Run 1, sequential cells colored by netlist name:
Scale: 4 px per um.
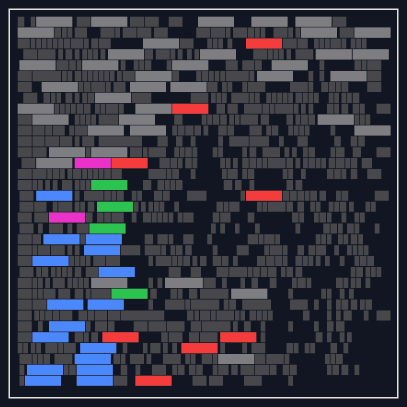
Run 1, clock routing:
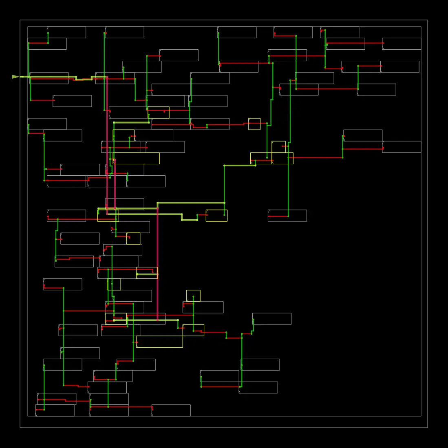
Run 1, the metal 2 layer:
Scale: 4 px per um.
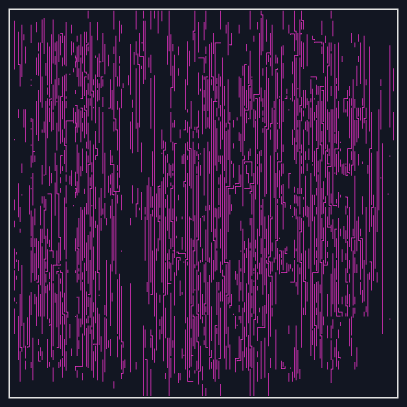
<file path="src/rtl/alu_accum_ctrl.sv">
// Accumulator ALU with a valid/ready command port and a registered result port.
// One command in flight at a time: IDLE accepts, EXEC computes, RESP holds until consumed.
module alu_accum_ctrl #(
    parameter int BUS_WIDTH = 8
) (
    input  logic                 clk,
    input  logic                 rst_n,
    input  logic                 cmd_valid,
    output logic                 cmd_ready,
    input  logic [3:0]           cmd_opcode,
    input  logic [BUS_WIDTH-1:0] cmd_operand,
    input  logic                 cmd_carry_in,
    output logic                 res_valid,
    input  logic                 res_ready,
    output logic [BUS_WIDTH-1:0] res_y,
    output logic                 res_carry,
    output logic                 res_borrow,
    output logic                 res_zero,
    output logic                 res_parity,
    output logic                 res_invalid,
    output logic [BUS_WIDTH-1:0] acc,
    output logic [15:0]          op_count,
    output logic [15:0]          err_count
);

    typedef enum logic [1:0] {
        IDLE = 2'd0,
        EXEC = 2'd1,
        RESP = 2'd2
    } state_t;

    state_t               r_state;
    state_t               w_nextState;
    logic                 r_live;
    logic [3:0]           r_op;
    logic [BUS_WIDTH-1:0] r_b;
    logic                 r_cin;
    logic [BUS_WIDTH-1:0] r_acc;
    logic [BUS_WIDTH-1:0] r_y;
    logic                 r_carry;
    logic                 r_borrow;
    logic                 r_zero;
    logic                 r_parity;
    logic                 r_invalid;
    logic [15:0]          r_opCount;
    logic [15:0]          r_errCount;

    logic                 w_accept;
    logic                 w_handshake;
    logic [BUS_WIDTH-1:0] w_y;
    logic                 w_carry;
    logic                 w_borrow;
    logic                 w_invalid;

    // r_live keeps cmd_ready low until the first edge after reset release.
    always_ff @(posedge clk or negedge rst_n) begin
        if (!rst_n) begin
            r_state <= IDLE;
            r_live  <= 1'b0;
        end else begin
            r_state <= w_nextState;
            r_live  <= 1'b1;
        end
    end

    always_comb begin
        w_nextState = r_state;
        cmd_ready   = 1'b0;
        res_valid   = 1'b0;
        case (r_state)
            IDLE: begin
                cmd_ready = r_live;
                if (cmd_valid && r_live) w_nextState = EXEC;
            end
            EXEC: w_nextState = RESP;
            RESP: begin
                res_valid = 1'b1;
                if (res_ready) w_nextState = IDLE;
            end
            default: w_nextState = IDLE;
        endcase
    end

    assign w_accept    = cmd_valid && cmd_ready;
    assign w_handshake = res_valid && res_ready;

    always_comb begin
        w_y       = '0;
        w_carry   = 1'b0;
        w_borrow  = 1'b0;
        w_invalid = 1'b0;
        case (r_op)
            4'd0: w_y = r_b;
            4'd1: w_y = r_acc + r_b;
            4'd2: {w_carry, w_y} = {1'b0, r_acc} + {1'b0, r_b} + {{BUS_WIDTH{1'b0}}, r_cin};
            4'd3: {w_borrow, w_y} = {1'b0, r_acc} - {1'b0, r_b};
            4'd4: {w_carry, w_y} = {1'b0, r_acc} + {{BUS_WIDTH{1'b0}}, 1'b1};
            4'd5: {w_borrow, w_y} = {1'b0, r_acc} - {{BUS_WIDTH{1'b0}}, 1'b1};
            4'd6: w_y = r_acc & r_b;
            4'd7: w_y = ~r_acc;
            4'd8: w_y = {r_acc[BUS_WIDTH-2:0], r_acc[BUS_WIDTH-1]};
            4'd9: w_y = {r_acc[0], r_acc[BUS_WIDTH-1:1]};
            default: w_invalid = 1'b1;
        endcase
    end

    // Command fields are frozen at acceptance; results and acc commit on the EXEC->RESP edge.
    always_ff @(posedge clk or negedge rst_n) begin
        if (!rst_n) begin
            r_op       <= '0;
            r_b        <= '0;
            r_cin      <= 1'b0;
            r_acc      <= '0;
            r_y        <= '0;
            r_carry    <= 1'b0;
            r_borrow   <= 1'b0;
            r_zero     <= 1'b0;
            r_parity   <= 1'b0;
            r_invalid  <= 1'b0;
            r_opCount  <= '0;
            r_errCount <= '0;
        end else begin
            if (w_accept) begin
                r_op  <= cmd_opcode;
                r_b   <= cmd_operand;
                r_cin <= cmd_carry_in;
            end
            if (r_state == EXEC) begin
                r_y       <= w_y;
                r_carry   <= w_carry;
                r_borrow  <= w_borrow;
                r_zero    <= (w_y == '0);
                r_parity  <= ^w_y;
                r_invalid <= w_invalid;
                if (!w_invalid) r_acc <= w_y;
            end
            if (w_handshake) begin
                if (r_opCount != 16'hFFFF) r_opCount <= r_opCount + 16'd1;
                if (r_invalid && (r_errCount != 16'hFFFF)) r_errCount <= r_errCount + 16'd1;
            end
        end
    end

    assign res_y       = r_y;
    assign res_carry   = r_carry;
    assign res_borrow  = r_borrow;
    assign res_zero    = r_zero;
    assign res_parity  = r_parity;
    assign res_invalid = r_invalid;
    assign acc         = r_acc;
    assign op_count    = r_opCount;
    assign err_count   = r_errCount;

endmodule
</file>
<file path="config.mk">
export PLATFORM = sky130hd
export DESIGN_NAME = alu_accum_ctrl
export DESIGN_NICKNAME = d
export VERILOG_FILES = /design/src/rtl/alu_accum_ctrl.sv
export SDC_FILE = /design/constraint.sdc
export NUM_CORES = 1
export LEC_CHECK = 0
export ABC_AREA = 1
export CAP_MARGIN = 40
export CORE_MARGIN = 1.5
export CORE_UTILIZATION = 55
export CTS_BUF_LIST = sky130_fd_sc_hd__clkbuf_4 sky130_fd_sc_hd__clkbuf_8
export DETAILED_ROUTE_END_ITERATION = 12
export PLACE_DENSITY = 0.92
export SKIP_CTS_REPAIR_TIMING = 1
export SYNTH_ARGS = -nofsm -noshare
export SYNTH_HDL_FRONTEND = slang
export SYNTH_SLANG_ARGS = --single-unit
</file>
<file path="constraint.sdc">
create_clock -name clk -period 3.08 [get_ports clk]
set_input_delay 0.616 -clock clk [delete_from_list [all_inputs] [get_ports clk]]
set_output_delay 0.616 -clock clk [all_outputs]
set_load 0.02 [all_outputs]
</file>
==> results.yml, run 1 <==
# synthesis and place-and-route metrics
grt:
  antenna_found_initial: 0
  overflow: 0
  grt_max_degree: 70
  grt_usage: 0.337
  grt_pass1_wl_um: 25000
  grt_pass1_vias: 4964
cts:
  cts.sinks: 69
  cts_tree: "yes"
  clk_pin_slew_ns: 0.09
  cts_root_buf: "clkbuf_8"
  cts_buffer_depth: 2
  h-tree-depth: 3
  clock_latency_ns: 0.35
setup_path:
  worstPathRequired_ns: 3.31
  path_class: "flop to flop"
  r2r_end: "res_parity"
  r2r_start: "acc[0]"
  arrival_ns: 3.06
  crit_path_frequent_cell: "nand3_1"
  end_kind: "flop"
  rrSetupSlack_ns: 0.25
  cp.buffers_inverters: 3
  reg2regPathDepth: 14
  path_delay_family: "adder cells"
  crit_path_top_delay_cell: "fa_1"
  critPathMaxFanout: 4
  path_cells: "clkinv_1 > fa_1 > fa_1 > inv_2 > nand3_1 > nand3_1 > nand2_1 > nand3_1 > nand4_1 > inv_1 > ha_1 > xnor2_2 > xnor2_1 > o21ai_0"
  critPathMaxStageDelay_ns: 0.48
  cp-start-kind: "flop"
sta:
  final.setup.tns_ns: 0
  fin_crit_ns: 2.83
  final_max_slew_viol_count: 0
  setup_viol: 0
  finalHoldViolations: 0
  tightestPinTransition_ns: 0.723
  fmax_ghz: 0.354
  rsz0062_at_grt: "false"
  finalCritPeriodShare: 0.917
  maxSlewHeadroom: 0.515
logic_synthesis:
  synth_cell_types: 38
  ys_area_sq_um: 4840
  yosys_warnings: 0
  syn_inst: 694
  topCellsByArea: "dfrtp_1 (36%), nand2_1 (16%), nand3_1 (7.0%)"
  ys_ff: 69
  synth_seq_share: 0.357
  syn-num-nets: 739
  synth_area_per_cell_sq_um: 6.97
  synth_top_area_share: 0.357
  ys_cells: 694
  netlist_area_sq_um: 4840
  top_area_cell: "dfrtp_1"
floorplanning:
  dieWidth_um: 96.8
  die_y_um: 96.8
  fp_util: 0.560
  ios: 72
  dieArea_sq_um: 9360
  fp.coreArea_sq_um: 8640
  rows: 34
cells_and_area:
  layout_top_cell: "nand2_1"
  layout_top_cells: "nand2_1 (205), inv_1 (80), nor2_1 (77)"
  antennaDiodeCount: 0
  layout.nets: 829
  stdcell_count: 897
  syn_to_final_growth_pct: 24.4
  drive_gt1_frac: 0.0659
detailed_routing:
  wl_per_cell_um: 17.2
  drtIter0Drc: 323
  ant_nets: 0
  vias_per_cell: 5.62
  dr.pass1.iters: 5
  drc_errors: 0
place:
  port_buffers: 71
  place.gp.congestion: 0.984
  hpwl_um: 11900
  placed_cells_incl_taps: 879
pwr:
  ir_drop_mv: 0.516
  power_density_nw_per_um2: 882
  p_leak_nw: 2.93
run_status:
  status: "completed"
run:
  maxCapViolCount: 0
  warnings: 35
hold_path:
  hp-class: "input pin to asynchronous set/reset pin"
-- 'sequential cells colored by netlist name' (at the start) --
legend:
  red:
    name_in_the_netlist: r_b
    placed_flops: 8
  magenta:
    name_in_the_netlist: r_state
    placed_flops: 2
  green:
    name_in_the_netlist: r_op
    placed_flops: 4
    where: west
  blue:
    name_in_the_netlist: op_count
    placed_flops: 16
    where: south-west
sequential cell power: 1.33 mW
Seq area share: 0.287
FF+latch area: 1730 sq um
final core occ: 0.697

-- 'clock routing' (at the start) --
TritonCTS Buffers: 9
clk_skew: 0.0129 ns

-- 'the metal 2 layer' (at the start) --
wire length on this layer: 7,260 um
main direction: vertical
share of all routed wire: 47%
nets with wire on the layer: 688
longest straight run: 60.2 um
Post-Route WL: 15,400 um
met2 Track Usage GR: 0.549
vias after detailed routing: 5,044

[run 1: worst max path at each step]
stage / start / endpoint / slack, ns / cells after the start
final: acc[0] / res_parity / 0.25 / 14
after CTS: acc[0] / res_parity / 0.15 / 14
after global placement: acc[0] / res_parity / 0.28 / 14
after global routing: acc[1] / res_parity / 0.01 / 13
after floorplan: acc[0] / res_parity / 0.11 / 15
after detailed placement: acc[0] / res_parity / 0.16 / 14
[run 1: per-stage QoR]
step / power (mW) / hold slack [ns] / worst slack (ns) / utilization / area [sq um]
2_1_floorplan: 3.21 / 0.320 / 0.112 / - / 4840
3_3_place_gp: 4.29 / 0.465 / 0.285 / 0.668 / 5770
3_5_place_dp: 4.33 / 0.468 / 0.161 / 0.668 / 5770
4_1_cts: 5.21 / 0.292 / 0.149 / 0.694 / 5990
5_1_grt: 5.72 / 0.293 / 0.0109 / 0.697 / 6020
6_report: 5.31 / 0.271 / 0.254 / 0.697 / 6020
[run 1: flip-flops by register name (all words and copies together) (netlist names), 2 cells and up]
name	flops
acc	8
err_count	16
op_count	16
r_b	8
r_op	4
r_state	2
res_y	8
[run 1: cells by family (layout without fill, tap and decap cells)]
group | Yosys count | after routing | synth area share
flip-flops | 69 | 69 | 0.357
AND/OR/NAND/NOR | 388 | 388 | 0.339
other | 1 | 1 | 0.000775
buffers and inverters | 99 | 194 | 0.0810
XOR/XNOR | 33 | 33 | 0.0598
AND-OR/OR-AND | 76 | 76 | 0.0836
adder cells (fa/ha/maj) | 28 | 28 | 0.0787
[run 1: per-layer routing]
metal,vias to the layer above,share of wire,global-route usage
li1,2410,-,-
met1,2347,0.41,0.431
met2,231,0.47,0.549
met3,56,0.072,0.0715
met4,0,0.044,0.154
met5,-,0,0
[run 1: synth_stat cells (all sizes together)]
| cell | number |
|---|---|
| o22ai | 4 |
| a21oi | 20 |
| clkinv | 3 |
| nand3b | 1 |
| o221ai | 1 |
| fa | 4 |
| nand2b | 1 |
| conb | 1 |
| inv | 82 |
| xor2 | 19 |
| nor4 | 2 |
| o21ai | 47 |
| and2 | 1 |
| nor3 | 11 |
| dfrtp | 69 |
| buf | 8 |
| o211ai | 2 |
| o21bai | 1 |
| nand3 | 68 |
| o2111ai | 1 |
| nor3b | 1 |
| or2 | 1 |
| clkbuf | 6 |
| nor2 | 82 |
| nand4 | 14 |
| nand2 | 206 |
| xnor2 | 14 |
| ha | 24 |
[run 1: power by group]
| part | total (mW) | switching [mW] | internal [mW] |
|---|---|---|---|
| Combinational | 3.11 | 1.89 | 1.22 |
| Clock | 0.868 | 0.400 | 0.468 |
| Sequential | 1.33 | 0.216 | 1.11 |
| Total | 5.31 | 2.51 | 2.80 |
[run 1: area by class of cell]
type | instances | area (sq um)
Clock buffer | 9 | 124
Clock inverter | 7 | 103
Fill cell | 680 | 2620
Inverter | 85 | 319
Multi-Input combinational cell | 526 | 2730
Sequential cell | 69 | 1730
Tap cell | 108 | 135
Timing Repair Buffer | 93 | 883
==> run 2, diff against run 1 <==
--- a/config.mk
+++ b/config.mk
@@ -13,6 +13,7 @@
 export DETAILED_ROUTE_END_ITERATION = 12
 export PLACE_DENSITY = 0.92
 export SKIP_CTS_REPAIR_TIMING = 1
+export SLEW_MARGIN = 30
 export SYNTH_ARGS = -nofsm -noshare
 export SYNTH_HDL_FRONTEND = slang
 export SYNTH_SLANG_ARGS = --single-unit
==> results.yml, run 2 <==
# synthesis and place-and-route metrics
run_status:
  status: "completed"
cells_and_area:
  antennaDiodeCount: 0
  drive_gt1_frac: 0.0659
  layout_top_cell: "nand2_1"
  layout.nets: 829
  layout_top_cells: "nand2_1 (205), inv_1 (80), nor2_1 (77)"
  syn_to_final_growth_pct: 24.4
logic_synthesis:
  top_area_cell: "dfrtp_1"
  netlist_area_sq_um: 4840
  synth_area_per_cell_sq_um: 6.97
  topCellsByArea: "dfrtp_1 (36%), nand2_1 (16%), nand3_1 (7.0%)"
  synth_top_area_share: 0.357
  ys_area_sq_um: 4840
  ys_cells: 694
  top_cells_by_count: "nand2_1 (205), inv_1 (81), nor2_1 (77), dfrtp_1 (69), nand3_1 (68)"
  edf_count: 0
  most_common_cell: "nand2_1"
  yosys_warnings: 0
  syn-num-nets: 739
  syn_inst: 694
  ys_dominant_reg_cell: "dfrtp_1"
  synth_seq_share: 0.357
  ys_ff: 69
  synth_cell_types: 38
  synth-async-reset-ratio: 1.00
sta:
  fmax_ghz: 0.354
  final.setup.tns_ns: 0
  setup_ws_ns: 0.254
  tightestPinTransition_ns: 0.723
  maxSlewHeadroom: 0.515
  fin_crit_ns: 2.83
  finalClockSkew_ns: 0.0129
  final_max_slew_viol_count: 0
  finalHoldViolations: 0
  rsz0062_at_grt: "false"
  finalCritPeriodShare: 0.917
  setup_viol: 0
grt:
  grt_pass1_wl_um: 25000
  grt_max_degree: 70
  grt_usage: 0.337
  overflow: 0
  grt_pass1_vias: 4964
  antenna_found_initial: 0
setup_path:
  end_kind: "flop"
  path_class: "flop to flop"
  arrival_ns: 3.06
  cp-start-kind: "flop"
  worstPathRequired_ns: 3.31
  crit_path_top_delay_cell: "fa_1"
  cp.buffers_inverters: 3
  critPathMaxStageDelay_ns: 0.48
  path_delay_family: "adder cells"
  crit_path_frequent_cell: "nand3_1"
  path_cells: "clkinv_1 > fa_1 > fa_1 > inv_2 > nand3_1 > nand3_1 > nand2_1 > nand3_1 > nand4_1 > inv_1 > ha_1 > xnor2_2 > xnor2_1 > o21ai_0"
  critPathMaxFanout: 4
detailed_routing:
  drc_errors: 0
  drtIter0Drc: 323
  wl_per_cell_um: 17.2
  vias: 5044
  vias_per_cell: 5.62
  dr.pass1.iters: 5
  ant_nets: 0
  postRouteWirelength_um: 15400
pwr:
  power_density_nw_per_um2: 882
  ir_drop_mv: 0.516
  p_leak_nw: 2.93
  power_mw: 5.31
place:
  place.gp.congestion: 0.984
  hpwl_um: 11900
  place_ws_ns: 0.161
  port_buffers: 71
cts:
  clock_latency_ns: 0.35
  clk_pin_slew_ns: 0.09
  h-tree-depth: 3
  cts_buffer_depth: 2
  cts_root_buf: "clkbuf_8"
  cts_tree: "yes"
  cts_buffers: 9
  cts.sinks: 69
floorplanning:
  ios: 72
  die_y_um: 96.8
  rows: 34
  dieArea_sq_um: 9360
  dieWidth_um: 96.8
run:
  maxCapViolCount: 0
  warnings: 35
hold_path:
  hp-class: "input pin to asynchronous set/reset pin"
run 2: layer usage:
metal | track usage | part of all wire | vias up
met3 | 0.0715 | 0.072 | 56
met4 | 0.154 | 0.044 | 0
li1 | - | - | 2410
met1 | 0.431 | 0.41 | 2347
met5 | 0 | 0 | -
met2 | 0.549 | 0.47 | 231
run 2: final timing paths:
path	from	endpoint	slack (ns)	depth (start not counted)
max	acc[0]	res_parity	0.25	14
min	rst_n	err_count[13]	0.27	2
max reg2reg	acc[0]	res_parity	0.25	14
min reg2reg	res_y[0]	res_y[0]	0.48	2
max in group asynchronous	rst_n	acc[0]	2.48	2
min in group clk	res_y[0]	res_y[0]	0.48	2
run 2: cell families (layout without fill, tap and decap cells):
group           count (synthesis)  in the layout  synth area share
fa+ha+maj                      28             28            0.0787
xor+xnor                       33             33            0.0598
other cells                     1              1          0.000775
compound gates                 76             76            0.0836
flops                          69             69             0.357
simple gates                  388            388             0.339
buf+inv                        99            194            0.0810
run 2: through the flow:
| step | instance area (sq um) | utilization | cells | hold WS [ns] |
|---|---|---|---|---|
| 2_1_floorplan | 4840 | - | 694 | 0.320 |
| 3_3_place_gp | 5770 | 0.668 | 879 | 0.465 |
| 3_5_place_dp | 5770 | 0.668 | 879 | 0.468 |
| 4_1_cts | 5990 | 0.694 | 895 | 0.292 |
| 5_1_grt | 6020 | 0.697 | 897 | 0.293 |
| 6_report | 6020 | 0.697 | 897 | 0.271 |
run 2: power breakdown:
group	switching, mW	leakage [nW]	internal [mW]
registers	0.216	0.891	1.11
clock network	0.400	0.111	0.468
logic	1.89	1.93	1.22
total	2.51	2.93	2.80
run 2: layout make-up:
class	count	area [sq um]
repair buffers	93	883
fillers	680	2620
well taps	108	135
multi-input cells	526	2730
flip-flops and latches	69	1730
clock buffers	9	124
clock inverters	7	103
inverters	85	319
Run 2, placement density heat map:
Scale: 4 px per um. 10 x 10 tiles, from black (low) to pale yellow (high), 0 to 100% covered.
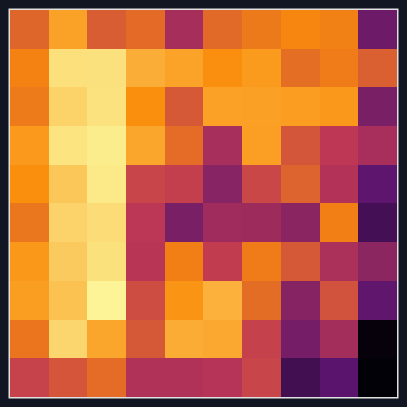
emptiest ninth of the die: south-east
nearly empty tiles: 2.0%
mean over tiles: 63%
core box area: 8640 sq um
Core Util at FP: 0.560

Run 2, the metal 2 layer:
Scale: 4 px per um.
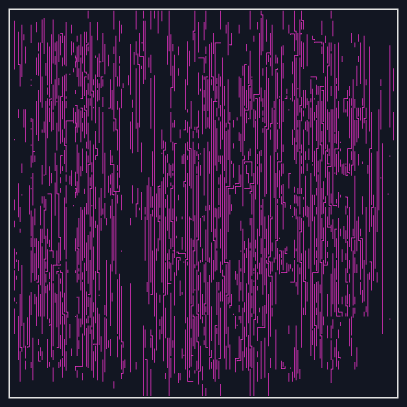
share of all routed wire: 47%
longest straight run: 60.2 um
main direction: vertical

==> run 3, diff against run 2 <==
--- a/config.mk
+++ b/config.mk
@@ -11,6 +11,7 @@
 export CORE_UTILIZATION = 55
 export CTS_BUF_LIST = sky130_fd_sc_hd__clkbuf_4 sky130_fd_sc_hd__clkbuf_8
 export DETAILED_ROUTE_END_ITERATION = 12
+export GPL_ROUTABILITY_DRIVEN = 0
 export PLACE_DENSITY = 0.92
 export SKIP_CTS_REPAIR_TIMING = 1
 export SLEW_MARGIN = 30
==> results.yml, run 3 <==
# synthesis and place-and-route metrics
cts:
  clk_pin_slew_ns: 0.08
  clock_latency_ns: 0.36
  cts_root_buf: "clkbuf_8"
  cts_tree: "yes"
  h-tree-depth: 3
  cts_buffers: 9
logic_synthesis:
  synth_seq_share: 0.357
  adder_share: 0.0787
  topCellsByArea: "dfrtp_1 (36%), nand2_1 (16%), nand3_1 (7.0%)"
  ys_dominant_reg_cell: "dfrtp_1"
  yosys_warnings: 0
  syn-num-nets: 739
  ys_cells: 694
  synth_cell_types: 38
  top_cells_by_count: "nand2_1 (205), inv_1 (81), nor2_1 (77), dfrtp_1 (69), nand3_1 (68)"
  synthXorXnorAreaFrac: 0.0598
  netlist_area_sq_um: 4840
  synthAoiAreaFrac: 0.0836
  ys_sh_mux: 0
  edf_count: 0
  synthTopLogicFamily: "simple AND/OR/NAND/NOR gates"
  synth-async-reset-ratio: 1.00
  top_area_cell: "dfrtp_1"
  simple_gate_share: 0.339
sta:
  setup_viol: 0
  rsz0062_at_grt: "false"
  tightestPinTransition_ns: 0.728
  maxSlewHeadroom: 0.514
  finalCritPeriodShare: 0.940
  fin_crit_ns: 2.89
  finalClockSkew_ns: 0.0145
setup_path:
  crit_path_top_delay_cell: "fa_1"
  path_class: "flop to flop"
  worstPathRequired_ns: 3.32
  arrival_ns: 3.13
  critPathMaxStageDelay_ns: 0.48
  critPathMaxFanout: 5
  path_delay_family: "adder cells"
  cp-start-kind: "flop"
detailed_routing:
  ant_nets: 0
  vias: 5256
  dr.pass1.iters: 8
  drtIter0Drc: 616
  wl_per_cell_um: 16.2
  postRouteWirelength_um: 14300
  drc_errors: 0
pwr:
  p_leak_nw: 2.86
  power_density_nw_per_um2: 866
floorplanning:
  dieArea_sq_um: 9360
  ios: 72
  dieWidth_um: 96.8
  rows: 34
place:
  place_ws_ns: 0.164
  port_buffers: 71
  hpwl_um: 10500
grt:
  grt_pass1_vias: 5205
  grt_pass1_wl_um: 23600
  grt_usage: 0.310
  overflow: 0
run:
  maxCapViolCount: 0
  warnings: 35
cells_and_area:
  syn_to_final_growth_pct: 22.0
  fillCellCount: 664
  antennaDiodeCount: 0
  layout_top_cells: "nand2_1 (205), inv_1 (81), nor2_1 (77)"
  layout_top_cell: "nand2_1"
  layout.nets: 816
  drive_gt1_frac: 0.0490
run_status:
  status: "completed"
## run 3: cell counts after synthesis
No cell type changed its count.
## run 3: logic make-up after synthesis
| family | count (synthesis) |
|---|---|
| other | 1 |
| adder cells (fa/ha/maj) | 28 |
| AND/OR/NAND/NOR | 388 |
| XOR/XNOR | 33 |
| buffers and inverters | 99 |
| AND-OR/OR-AND | 76 |
| flip-flops | 69 |
## run 3: worst register-to-register path: cells and delay by family, from the launching register on
kind | cells | cell delay [ns]
adder cells (fa/ha/maj) | 3 | 1.19
AND-OR/OR-AND | 1 | 0.09
XOR/XNOR | 2 | 0.34
buffers and inverters | 4 | 0.33
flip-flops | 1 | 0.41
AND/OR/NAND/NOR | 5 | 0.43
## run 3: final cells by class
type	instances	area share
tap	108	0.0229
clock inverter	5	0.0102
timing repair buffer	80	0.133
sequential	69	0.293
clock buffer	11	0.0246
multi-input combinational	526	0.462
inverter	85	0.0541
## run 3: metrics by stage
stage	utilization	hold WS (ns)	std cells	area, sq um
after floorplan	-	0.320	694	4840
after global placement	0.658	0.472	868	5680
after detailed placement	0.658	0.474	868	5680
after CTS	0.682	0.325	884	5890
after global routing	0.683	0.357	884	5900
final	0.683	0.308	884	5900
## run 3: path summary, 6_finish.rpt
check	from	endpoint	slack, ns	cells past startpoint
min in group clk	res_y[7]	res_y[7]	0.49	2
hold reg to reg	res_y[7]	res_y[7]	0.49	2
setup / recovery	acc[0]	res_parity	0.19	15
max in group asynchronous	rst_n	acc[0]	2.09	2
hold / removal	rst_n	err_count[0]	0.31	1
setup reg to reg	acc[0]	res_parity	0.19	15
## run 3: power breakdown
| part | internal, mW | switching [mW] |
|---|---|---|
| combinational | 1.12 | 1.86 |
| sequential | 1.11 | 0.232 |
| clock | 0.407 | 0.374 |
## run 3: metal layers
metal  GRT usage  wire, um  up-vias
met2       0.492      6460      365
met3      0.0723      1590      119
li1            -         -     2376
met5           0         0        -
met4       0.210       976        0
met1       0.375      5320     2396
Run 3, placement density heat map:
Scale: 4 px per um. 10 x 10 tiles, from black (low) to pale yellow (high), 0 to 100% covered.
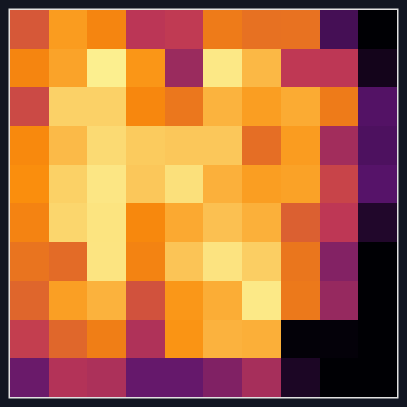
nearly empty tiles: 8.0%
emptiest ninth of the die: south-east
mean over tiles: 62%
fullest tile: 97%

Run 3, floorplan with the power grid:
Scale: 4 px per um. Pins as bars on the die edge.
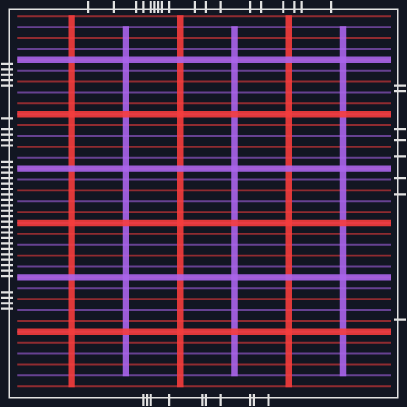
legend:
  purple:
    net: VDD
  red:
    net: VSS
met4 straps: 6
signal pins: 72
met5 straps: 6
peak supply drop: 0.406 mV
die height: 96.8 um

Power and IR drop assume default switching activity.
